File: config.mk
export PLATFORM = sky130hd
export DESIGN_NAME = pipe_execute_stage_flat
export DESIGN_NICKNAME = d
export VERILOG_FILES = /design/src/rtl/pipe_execute_stage_if.sv /design/src/rtl/pipe_execute_stage.sv /design/src/flat_wrapper.sv
export SDC_FILE = /design/constraint.sdc
export NUM_CORES = 1
export LEC_CHECK = 0
export CELL_PAD_IN_SITES_DETAIL_PLACEMENT = 0
export CELL_PAD_IN_SITES_GLOBAL_PLACEMENT = 1
export CORE_ASPECT_RATIO = 1.2
export CORE_MARGIN = 4
export CORE_UTILIZATION = 37
export DETAILED_ROUTE_END_ITERATION = 10
export PLACE_DENSITY = 0.8
export SYNTH_ARGS = -nofsm -noshare
export SYNTH_HDL_FRONTEND = slang
export SYNTH_SLANG_ARGS = --single-unit
export TNS_END_PERCENT = 30
File: constraint.sdc
create_clock -name clk -period 7.33 [get_ports clk]
set_clock_uncertainty 0.1 [all_clocks]
set_input_delay 1.0995 -clock clk [delete_from_list [all_inputs] [get_ports clk]]
set_output_delay 1.0995 -clock clk [all_outputs]
set_load 0.005 [all_outputs]
File: src/rtl/pipe_execute_stage_if.sv
// Execute-stage bus: decode-side stage inputs, hazard controls, forwarding
// outputs and the E->M pipeline register contents.
interface pipe_execute_stage_if #(
   parameter int unsigned W = 64
);
   logic [2:0]   E_stat;
   logic [3:0]   E_icode;
   logic [3:0]   E_ifun;
   logic [W-1:0] E_valA;
   logic [W-1:0] E_valB;
   logic [W-1:0] E_valC;
   logic [3:0]   E_dstE;
   logic [3:0]   E_dstM;
   logic         m_exc;
   logic         W_exc;
   logic         M_stall;
   logic         M_bubble;

   logic [W-1:0] e_valE;
   logic [3:0]   e_dstE;
   logic         e_Cnd;
   logic         cc_zf;
   logic         cc_sf;
   logic         cc_of;
   logic [2:0]   M_stat;
   logic [3:0]   M_icode;
   logic         M_Cnd;
   logic [W-1:0] M_valE;
   logic [W-1:0] M_valA;
   logic [3:0]   M_dstE;
   logic [3:0]   M_dstM;

   modport master (
      output E_stat, E_icode, E_ifun, E_valA, E_valB, E_valC, E_dstE, E_dstM,
      output m_exc, W_exc, M_stall, M_bubble,
      input  e_valE, e_dstE, e_Cnd, cc_zf, cc_sf, cc_of,
      input  M_stat, M_icode, M_Cnd, M_valE, M_valA, M_dstE, M_dstM
   );

   modport slave (
      input  E_stat, E_icode, E_ifun, E_valA, E_valB, E_valC, E_dstE, E_dstM,
      input  m_exc, W_exc, M_stall, M_bubble,
      output e_valE, e_dstE, e_Cnd, cc_zf, cc_sf, cc_of,
      output M_stat, M_icode, M_Cnd, M_valE, M_valA, M_dstE, M_dstM
   );
endinterface

File: src/rtl/pipe_execute_stage.sv
// Pipelined Y86-64 execute stage: ALU, condition-code register, branch/cmov
// condition and the E->M pipeline register with stall/bubble control.
module pipe_execute_stage #(
   parameter int unsigned W    = 64,
   parameter int unsigned STEP = 8
) (
   input  logic                clk,
   input  logic                rst_n,
   pipe_execute_stage_if.slave bus
);
   localparam logic [3:0] I_NOP    = 4'h1;
   localparam logic [3:0] I_RRMOVQ = 4'h2;
   localparam logic [3:0] I_IRMOVQ = 4'h3;
   localparam logic [3:0] I_RMMOVQ = 4'h4;
   localparam logic [3:0] I_MRMOVQ = 4'h5;
   localparam logic [3:0] I_OPQ    = 4'h6;
   localparam logic [3:0] I_JXX    = 4'h7;
   localparam logic [3:0] I_CALL   = 4'h8;
   localparam logic [3:0] I_RET    = 4'h9;
   localparam logic [3:0] I_PUSHQ  = 4'hA;
   localparam logic [3:0] I_POPQ   = 4'hB;
   localparam logic [3:0] R_NONE   = 4'hF;
   localparam logic [2:0] STAT_AOK = 3'd1;
   localparam logic [W-1:0] STEP_POS = W'(STEP);
   localparam logic [W-1:0] STEP_NEG = W'(0) - W'(STEP);

   logic [W-1:0] aluA;
   logic [W-1:0] aluB;
   logic [W-1:0] aluRes;
   logic [1:0]   aluFun;
   logic         aluOf;
   logic         ccZf;
   logic         ccSf;
   logic         ccOf;
   logic         ccLoad;
   logic         condMet;
   logic         execCnd;
   logic [3:0]   execDstE;

   logic [2:0]   mStat;
   logic [3:0]   mIcode;
   logic         mCnd;
   logic [W-1:0] mValE;
   logic [W-1:0] mValA;
   logic [3:0]   mDstE;
   logic [3:0]   mDstM;

   // Operand selection by instruction class.
   always_comb begin
      aluA = '0;
      aluB = '0;
      case (bus.E_icode)
         I_RRMOVQ, I_OPQ:              aluA = bus.E_valA;
         I_IRMOVQ, I_RMMOVQ, I_MRMOVQ: aluA = bus.E_valC;
         I_CALL, I_PUSHQ:              aluA = STEP_NEG;
         I_RET, I_POPQ:                aluA = STEP_POS;
         default:                      aluA = '0;
      endcase
      case (bus.E_icode)
         I_RMMOVQ, I_MRMOVQ, I_OPQ, I_CALL, I_RET, I_PUSHQ, I_POPQ: aluB = bus.E_valB;
         default:                                                   aluB = '0;
      endcase
   end

   // ALU and the overflow flag of the current result.
   always_comb begin
      aluFun = (bus.E_icode == I_OPQ) ? bus.E_ifun[1:0] : 2'd0;
      aluRes = '0;
      aluOf  = 1'b0;
      case (aluFun)
         2'd0: begin
            aluRes = aluB + aluA;
            aluOf  = (aluA[W-1] == aluB[W-1]) && (aluRes[W-1] != aluA[W-1]);
         end
         2'd1: begin
            aluRes = aluB - aluA;
            aluOf  = (aluA[W-1] != aluB[W-1]) && (aluRes[W-1] != aluB[W-1]);
         end
         2'd2:    aluRes = aluA & aluB;
         default: aluRes = aluA ^ aluB;
      endcase
   end

   // Condition evaluation against the architectural (pre-update) CC.
   always_comb begin
      condMet = 1'b0;
      case (bus.E_ifun)
         4'd0:    condMet = 1'b1;
         4'd1:    condMet = (ccSf ^ ccOf) | ccZf;
         4'd2:    condMet = ccSf ^ ccOf;
         4'd3:    condMet = ccZf;
         4'd4:    condMet = !ccZf;
         4'd5:    condMet = !(ccSf ^ ccOf);
         4'd6:    condMet = !(ccSf ^ ccOf) && !ccZf;
         default: condMet = 1'b0;
      endcase
      execCnd  = (bus.E_icode == I_RRMOVQ || bus.E_icode == I_JXX) ? condMet : 1'b1;
      execDstE = (bus.E_icode == I_RRMOVQ && !execCnd) ? R_NONE : bus.E_dstE;
   end

   assign ccLoad = (bus.E_icode == I_OPQ) && (bus.E_stat == STAT_AOK) &&
                   !bus.m_exc && !bus.W_exc && !bus.M_stall;

   // Condition-code register; a later-stage exception or a stall freezes it.
   always_ff @(posedge clk or negedge rst_n) begin
      if (!rst_n) begin
         ccZf <= 1'b1;
         ccSf <= 1'b0;
         ccOf <= 1'b0;
      end else if (ccLoad) begin
         ccZf <= (aluRes == '0);
         ccSf <= aluRes[W-1];
         ccOf <= aluOf;
      end
   end

   // E->M pipeline register: stall beats bubble.
   always_ff @(posedge clk or negedge rst_n) begin
      if (!rst_n) begin
         mStat  <= STAT_AOK;
         mIcode <= I_NOP;
         mCnd   <= 1'b0;
         mValE  <= '0;
         mValA  <= '0;
         mDstE  <= R_NONE;
         mDstM  <= R_NONE;
      end else if (bus.M_stall) begin
         mStat  <= mStat;
         mIcode <= mIcode;
         mCnd   <= mCnd;
         mValE  <= mValE;
         mValA  <= mValA;
         mDstE  <= mDstE;
         mDstM  <= mDstM;
      end else if (bus.M_bubble) begin
         mStat  <= STAT_AOK;
         mIcode <= I_NOP;
         mCnd   <= 1'b0;
         mValE  <= '0;
         mValA  <= '0;
         mDstE  <= R_NONE;
         mDstM  <= R_NONE;
      end else begin
         mStat  <= bus.E_stat;
         mIcode <= bus.E_icode;
         mCnd   <= execCnd;
         mValE  <= aluRes;
         mValA  <= bus.E_valA;
         mDstE  <= execDstE;
         mDstM  <= bus.E_dstM;
      end
   end

   assign bus.e_valE  = aluRes;
   assign bus.e_dstE  = execDstE;
   assign bus.e_Cnd   = execCnd;
   assign bus.cc_zf   = ccZf;
   assign bus.cc_sf   = ccSf;
   assign bus.cc_of   = ccOf;
   assign bus.M_stat  = mStat;
   assign bus.M_icode = mIcode;
   assign bus.M_Cnd   = mCnd;
   assign bus.M_valE  = mValE;
   assign bus.M_valA  = mValA;
   assign bus.M_dstE  = mDstE;
   assign bus.M_dstM  = mDstM;
endmodule

File: src/flat_wrapper.sv
// flat-port wrapper written by rule: the top's interface ports become plain ports
module pipe_execute_stage_flat 
#(
   parameter int unsigned W    = 64,
   parameter int unsigned STEP = 8
)
  (clk, rst_n, bus_E_stat, bus_E_icode, bus_E_ifun, bus_E_valA, bus_E_valB, bus_E_valC, bus_E_dstE, bus_E_dstM, bus_m_exc, bus_W_exc, bus_M_stall, bus_M_bubble, bus_e_valE, bus_e_dstE, bus_e_Cnd, bus_cc_zf, bus_cc_sf, bus_cc_of, bus_M_stat, bus_M_icode, bus_M_Cnd, bus_M_valE, bus_M_valA, bus_M_dstE, bus_M_dstM);
  pipe_execute_stage_if #(.W(W)) bus_i ();
  input  logic clk;
  input  logic rst_n;
  input wire logic [$bits(bus_i.E_stat)-1:0] bus_E_stat;
  input wire logic [$bits(bus_i.E_icode)-1:0] bus_E_icode;
  input wire logic [$bits(bus_i.E_ifun)-1:0] bus_E_ifun;
  input wire logic [$bits(bus_i.E_valA)-1:0] bus_E_valA;
  input wire logic [$bits(bus_i.E_valB)-1:0] bus_E_valB;
  input wire logic [$bits(bus_i.E_valC)-1:0] bus_E_valC;
  input wire logic [$bits(bus_i.E_dstE)-1:0] bus_E_dstE;
  input wire logic [$bits(bus_i.E_dstM)-1:0] bus_E_dstM;
  input wire logic [$bits(bus_i.m_exc)-1:0] bus_m_exc;
  input wire logic [$bits(bus_i.W_exc)-1:0] bus_W_exc;
  input wire logic [$bits(bus_i.M_stall)-1:0] bus_M_stall;
  input wire logic [$bits(bus_i.M_bubble)-1:0] bus_M_bubble;
  output wire logic [$bits(bus_i.e_valE)-1:0] bus_e_valE;
  output wire logic [$bits(bus_i.e_dstE)-1:0] bus_e_dstE;
  output wire logic [$bits(bus_i.e_Cnd)-1:0] bus_e_Cnd;
  output wire logic [$bits(bus_i.cc_zf)-1:0] bus_cc_zf;
  output wire logic [$bits(bus_i.cc_sf)-1:0] bus_cc_sf;
  output wire logic [$bits(bus_i.cc_of)-1:0] bus_cc_of;
  output wire logic [$bits(bus_i.M_stat)-1:0] bus_M_stat;
  output wire logic [$bits(bus_i.M_icode)-1:0] bus_M_icode;
  output wire logic [$bits(bus_i.M_Cnd)-1:0] bus_M_Cnd;
  output wire logic [$bits(bus_i.M_valE)-1:0] bus_M_valE;
  output wire logic [$bits(bus_i.M_valA)-1:0] bus_M_valA;
  output wire logic [$bits(bus_i.M_dstE)-1:0] bus_M_dstE;
  output wire logic [$bits(bus_i.M_dstM)-1:0] bus_M_dstM;
  assign bus_i.E_stat = bus_E_stat;
  assign bus_i.E_icode = bus_E_icode;
  assign bus_i.E_ifun = bus_E_ifun;
  assign bus_i.E_valA = bus_E_valA;
  assign bus_i.E_valB = bus_E_valB;
  assign bus_i.E_valC = bus_E_valC;
  assign bus_i.E_dstE = bus_E_dstE;
  assign bus_i.E_dstM = bus_E_dstM;
  assign bus_i.m_exc = bus_m_exc;
  assign bus_i.W_exc = bus_W_exc;
  assign bus_i.M_stall = bus_M_stall;
  assign bus_i.M_bubble = bus_M_bubble;
  assign bus_e_valE = bus_i.e_valE;
  assign bus_e_dstE = bus_i.e_dstE;
  assign bus_e_Cnd = bus_i.e_Cnd;
  assign bus_cc_zf = bus_i.cc_zf;
  assign bus_cc_sf = bus_i.cc_sf;
  assign bus_cc_of = bus_i.cc_of;
  assign bus_M_stat = bus_i.M_stat;
  assign bus_M_icode = bus_i.M_icode;
  assign bus_M_Cnd = bus_i.M_Cnd;
  assign bus_M_valE = bus_i.M_valE;
  assign bus_M_valA = bus_i.M_valA;
  assign bus_M_dstE = bus_i.M_dstE;
  assign bus_M_dstM = bus_i.M_dstM;
  pipe_execute_stage #(.W(W), .STEP(STEP)) u_core (.clk(clk), .rst_n(rst_n), .bus(bus_i));
endmodule
run_1/logic_types.png
Drawn at 2 px/µm.
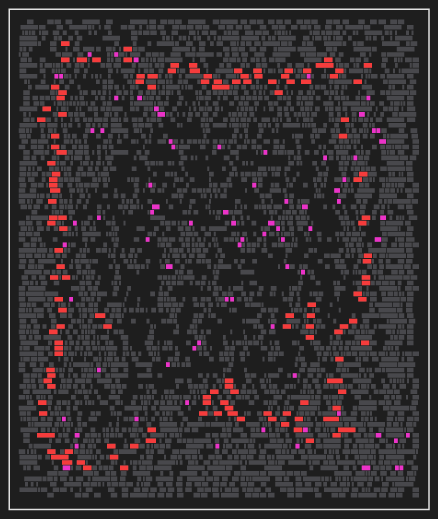
- fa/ha/maj cells: red (cells 137; where spread over the die)
- and/or cells: magenta (cells 77; where spread over the die)

run_1/placement.png
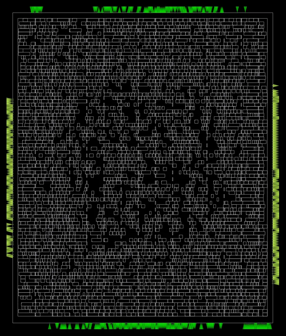
Tap Count: 630
Non-Filler Instances: 4,073
core area: 48,000 µm²
Core Rows: 88
Seq cells: 147

==> results.py, run 1 <==
# Flow results
metrics = {
    "run_status": {
        "status": "finished with violations",
        "violations": "negative setup slack",
    },
    "yosys": {
        "ys_cells": 2477,
        "avgSynthCellArea_um2": 7.25,
        "ys.warnings.count": 0,
    },
    "cells_and_area": {
        "drive_above_1_share_pct": 27.2,
        "finalNetCount": 3784,
    },
    "sta": {
        "period_minus_slack_ns": 7.48,
        "worstMarginPinSlew_ns": 1.19,
        "setup_viol": 7,
        "setup_ws_ns": -0.152,
        "max_freq_mhz": 134,
        "max-slew-margin-rel_pct": 20.1,
    },
    "detailed_routing": {
        "wl_um": 104000,
        "wl_met3_um": 8090,
        "drtPass1Iterations": 6,
        "dr_wl_met2_um": 49000,
        "via_count": 24300,
    },
    "critical_path": {
        "slowest_delay_ns": 0.59,
        "critPathLaunchType": "primary input",
        "crit_type": "primary input to primary output",
        "cp_max_fo": 6,
        "crit_start": "bus_E_icode[1]",
    },
    "job": {
        "warning_count": 99,
    },
    "power_and_ir_drop": {
        "powerDensity_nw_per_um2": 160,
        "vdd_drop_max_mv": 0.175,
    },
    "clock_network": {
        "ctsRootBufferMaster": "clkbuf_16",
        "tritoncts": "yes",
    },
    "min_path": {
        "hold_class": "flip-flop to flip-flop",
    },
    "placed_design": {
        "place_ws_ns": -0.551,
        "dpl.hpwl_um": 82700,
    },
    "die": {
        "ioPinCount": 433,
    },
}
run_1/io_fan.png
Drawn at 1 px/µm.
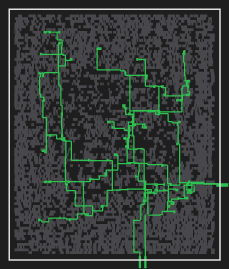
- `bus_E_ifun`: green (bits 4; direction input; end cells 83; buffers 8; wire 2,240 µm)

[run 1: registers in the layout, summed over array words and instances (netlist names)]
| name | cells |
|---|---|
| u_core.bus.cc_sf | 1 |
| u_core.bus.M_dstM | 4 |
| u_core.bus.M_icode | 4 |
| u_core.bus.M_valA | 64 |
| u_core.bus.M_valE | 64 |
| u_core.bus.M_Cnd | 1 |
| u_core.bus.cc_zf | 1 |
| u_core.bus.cc_of | 1 |
| u_core.bus.M_stat | 3 |
| u_core.bus.M_dstE | 4 |
[run 1: critical path: cells and delay by family]
family | cells | cell delay (ns)
simple gates | 3 | 1.09
compound gates | 8 | 1.68
buf+inv | 9 | 2.07
fa+ha+maj | 1 | 0.31
[run 1: power by group]
part	switching (µW)	internal, µW	total, µW
combinational	1430	1310	2740
clock	459	555	1010
sequential	46.7	894	941
total	1940	2760	4700
[run 1: final timing paths]
check / slack (ns) / endpoint
max in group asynchronous: 5.08 / u_core.bus.M_valE[60]
setup / recovery: -0.15 / bus_e_valE[62]
hold / removal: 0.37 / u_core.bus.M_dstE[1]
hold reg to reg: 0.37 / u_core.bus.M_dstE[1]
min in group asynchronous: 0.57 / u_core.bus.M_valA[51]
setup reg to reg: 5.18 / u_core.bus.M_dstE[3]
[run 1: cells in the mapped netlist, types with 19 or more instances]
cell | n | share of area, %
nand2_1 | 258 | 5.4
nor2b_1 | 92 | 3.2
nor4_1 | 51 | 1.8
ha_1 | 135 | 9.4
o21ai_0 | 226 | 6.3
o21bai_1 | 26 | 1.1
inv_1 | 148 | 3.1
and3_1 | 19 | 0.66
nand4_1 | 43 | 1.5
buf_2 | 25 | 0.70
a21oi_1 | 199 | 5.5
o31ai_1 | 47 | 2.0
a31oi_1 | 30 | 1.0
nand3_1 | 40 | 1.1
clkbuf_1 | 139 | 2.9
a221oi_1 | 68 | 3.3
nor2_1 | 168 | 3.5
a211oi_1 | 29 | 1.2
a22oi_1 | 20 | 0.84
xnor2_1 | 42 | 2.0
nand2b_1 | 84 | 2.9
dfrtp_1 | 136 | 19
a22o_1 | 49 | 2.4
nor3_1 | 45 | 1.3
[run 1: repair_timing]
action                                  4_1_cts  5_1_grt
pin swaps                                    18       33
gates resized                                57      140
buffers inserted                             12       19
endpoints found under the setup margin       33       40
[run 1: through the flow]
stage,instance area (µm²),std cells
final,29300,4073
after global routing,29300,4073
after CTS,28500,4054
after detailed placement,27500,4010
after global placement,27500,4010
after floorplan,18000,2477
[run 1: metal layers]
layer	up-vias	track usage (%)
li1	11100	-
met1	11700	46.5
met2	1250	62.9
met3	266	6.91
met4	0	17.1
met5	-	0
[run 1: cell families after synthesis]
| logic type | after synthesis | synth area share [%] |
|---|---|---|
| AND-OR/OR-AND | 921 | 34.8 |
| AND/OR/NAND/NOR | 882 | 24.9 |
| buffers and inverters | 331 | 7.15 |
| flip-flops | 147 | 20.6 |
| adder cells (fa/ha/maj) | 137 | 9.63 |
| XOR/XNOR | 49 | 2.39 |
| multiplexers | 10 | 0.564 |
[run 1: area by class of cell]
class	instances	share of cell area, %
tap	630	2.69
timing repair buffer	1112	33.0
inverter	153	1.96
clock buffer	18	1.46
sequential	147	12.6
multi-input combinational	1999	47.5
clock inverter	14	0.713
==> run 2: changes to the inputs <==
--- a/config.mk
+++ b/config.mk
@@ -11,6 +11,7 @@
 export CORE_MARGIN = 4
 export CORE_UTILIZATION = 37
 export DETAILED_ROUTE_END_ITERATION = 10
+export MAX_ROUTING_LAYER = met4
 export PLACE_DENSITY = 0.8
 export SYNTH_ARGS = -nofsm -noshare
 export SYNTH_HDL_FRONTEND = slang
==> run 2 against run 1 <==
Net effect: the run now ends clean; synthesized cell count stayed put; wire length is 0.93% higher; maximum frequency is 3.2% higher; first-iteration DRC count is 3.3% lower; cell count is 0.52% higher; sequential share of layout area hardly changed; largest cell class unchanged; highest routed layer unchanged.
==> results.py, run 2 <==
# Flow results
metrics = {
    "cells_and_area": {
        "drive_above_1_share_pct": 26.9,
        "finalNetCount": 3805,
        "stdcell_area_um2": 29200,
    },
    "power_and_ir_drop": {
        "powerDensity_nw_per_um2": 159,
        "seqPwrFrac_pct": 20.2,
        "combPwrFrac_pct": 58.9,
        "switchingPower_uw": 1930,
    },
    "yosys": {
        "ys.warnings.count": 0,
        "mux_area_share_pct": 0.564,
        "synth-simple-area-share_pct": 24.9,
        "ys_cells": 2477,
        "synthXorXnorAreaFrac_pct": 2.39,
        "synthTopCellsByCount": "nand2_1, o21ai_0, a21oi_1",
        "aoi_share_pct": 34.8,
        "area_leaders": "dfrtp_1, ha_1, o21ai_0, a21oi_1, nand2_1",
        "synthTopLogicFamily": "AND-OR/OR-AND gates",
        "fa_ha_area_share_pct": 9.63,
    },
    "critical_path": {
        "slowest_delay_ns": 0.48,
        "crit_family": "AND-OR/OR-AND gates",
        "reg2reg_setup_slack_ns": 5.18,
        "critPathLaunchType": "primary input",
        "critPathBufInv": 9,
    },
    "job": {
        "warning_count": 99,
    },
    "sta": {
        "max-slew-margin-rel_pct": 30.2,
        "setup_ws_ns": 0.0786,
        "worstMarginPinSlew_ns": 1.05,
        "setup_viol": 0,
        "period_minus_slack_ns": 7.25,
    },
    "detailed_routing": {
        "drtPass1Iterations": 6,
    },
    "die": {
        "rows": 88,
        "coreArea_um2": 48000,
    },
    "placed_design": {
        "dpl.hpwl_um": 84100,
    },
    "clock_network": {
        "ctsRootBufferMaster": "clkbuf_16",
    },
    "run_status": {
        "status": "finished clean",
    },
}
[run 2: cell counts after synthesis]
Identical to the previous run, type by type.
[run 2: path summary, 6_finish.rpt]
kind	to	cells after the start	from
worst max-delay path	bus_e_valE[48]	23	bus_E_icode[1]
worst min-delay path	u_core.bus.M_dstE[0]	2	u_core.bus.M_dstE[0]
worst max register to register	u_core.bus.M_dstE[3]	8	u_core.bus.cc_of
worst min register to register	u_core.bus.M_dstE[0]	2	u_core.bus.M_dstE[0]
max in group asynchronous	u_core.bus.M_valE[24]	2	rst_n
min in group asynchronous	u_core.bus.M_valE[49]	1	rst_n
[run 2: metal layers]
metal	part of all wire, %	wire length (µm)	vias up	global-route usage [%]
li1	-	-	11100	-
met2	48	50000	1317	64.7
met4	5.0	5220	0	17.2
met3	7.3	7590	281	5.78
met5	0	0	-	-
met1	40	41700	12000	47.4
[run 2: cell type report]
| type | count | area share (%) |
|---|---|---|
| Multi-Input combinational cell | 2000 | 47.2 |
| Timing Repair Buffer | 1132 | 33.4 |
| Sequential cell | 147 | 12.6 |
| Tap cell | 630 | 2.70 |
| Inverter | 153 | 1.96 |
| Clock buffer | 19 | 1.55 |
| Clock inverter | 13 | 0.565 |
[run 2: repair_timing]
item / CTS / global route
hold buffers: 0 / 0
gates resized: 51 / 118
pin swaps: 13 / 33
setup endpoints to repair: 30 / 40
buffers inserted: 5 / 23
gates cloned: 2 / 1
[run 2: logic make-up after synthesis]
family | after synthesis
AOI/OAI and AO/OA | 921
xor gates and xnor gates | 49
adders and majority gates | 137
buffers and inverters | 331
DFF | 147
muxes | 10
and+or+nand+nor | 882
[run 2: power by group through the flow]
stage          clock network [µW]  logic, µW  registers (µW)
2_1_floorplan                   0       1070             957
3_3_place_gp                    0       2550             949
4_1_cts                       981       2620             941
3_5_place_dp                    0       2570             955
5_1_grt                      1010       2900             951
6_report                      972       2740             942
[run 2: tightest hold or removal path: stages, from the launching register on]
cell and delay, ns:
dfstp_2 0.37, inv_1 0.04, a2bb2oi_1 0.05
[run 2: stage by stage]
| step | instances | hold slack [ns] | utilization (%) | setup TNS (ns) |
|---|---|---|---|---|
| after floorplan | 2477 | 0.349 | - | 0 |
| after global placement | 4031 | 0.348 | 57.4 | -3.26 |
| after detailed placement | 4031 | 0.357 | 57.4 | -4.07 |
| after CTS | 4070 | 0.370 | 59.3 | -0.0616 |
| after global routing | 4094 | 0.386 | 60.9 | -0.310 |
| final | 4094 | 0.368 | 60.9 | 0 |
run_2/sizes.png
Drawn at 2 px/µm.
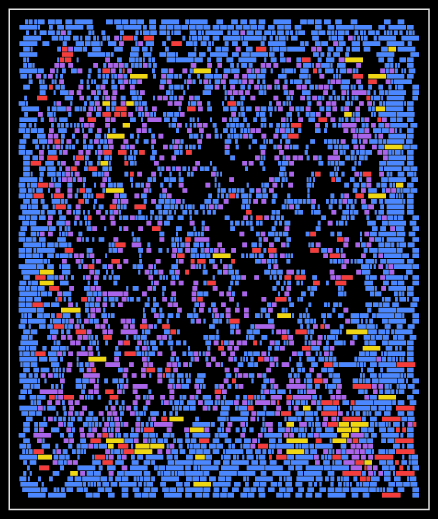
- _2 cells: red (cells 165; share 4.8%; most used a221oi_2)
- _3 and _4 cells: purple (cells 721; share 21%; most used buf_4)
- _6 and larger: yellow (cells 47; share 1.4%; most used clkbuf_16)
- _0 and _1 cells: blue (cells 2,531; share 73%; most used clkdlybuf4s50_1)

run_2/placement.png
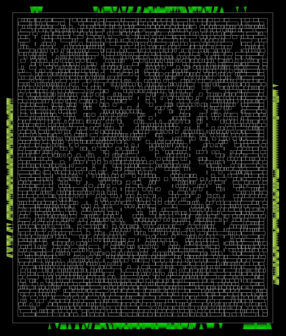
Non-Filler Instances: 4,094
fraction of area in registers: 12.6%
fill cell count: 4,466
final core occ: 60.9%

run_2/logic_types.png
Drawn at 2 px/µm.
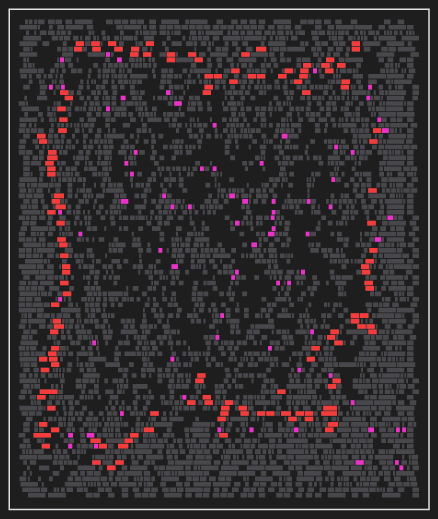
- fa/ha/maj cells: red (cells 137; where spread over the die)
- and/or cells: magenta (cells 77; where spread over the die)
fraction of area in multi-input gates: 47.2%
most used logic cell in the final layout: buf_4

No activity file was given, so power comes from the tool's default toggle rates.
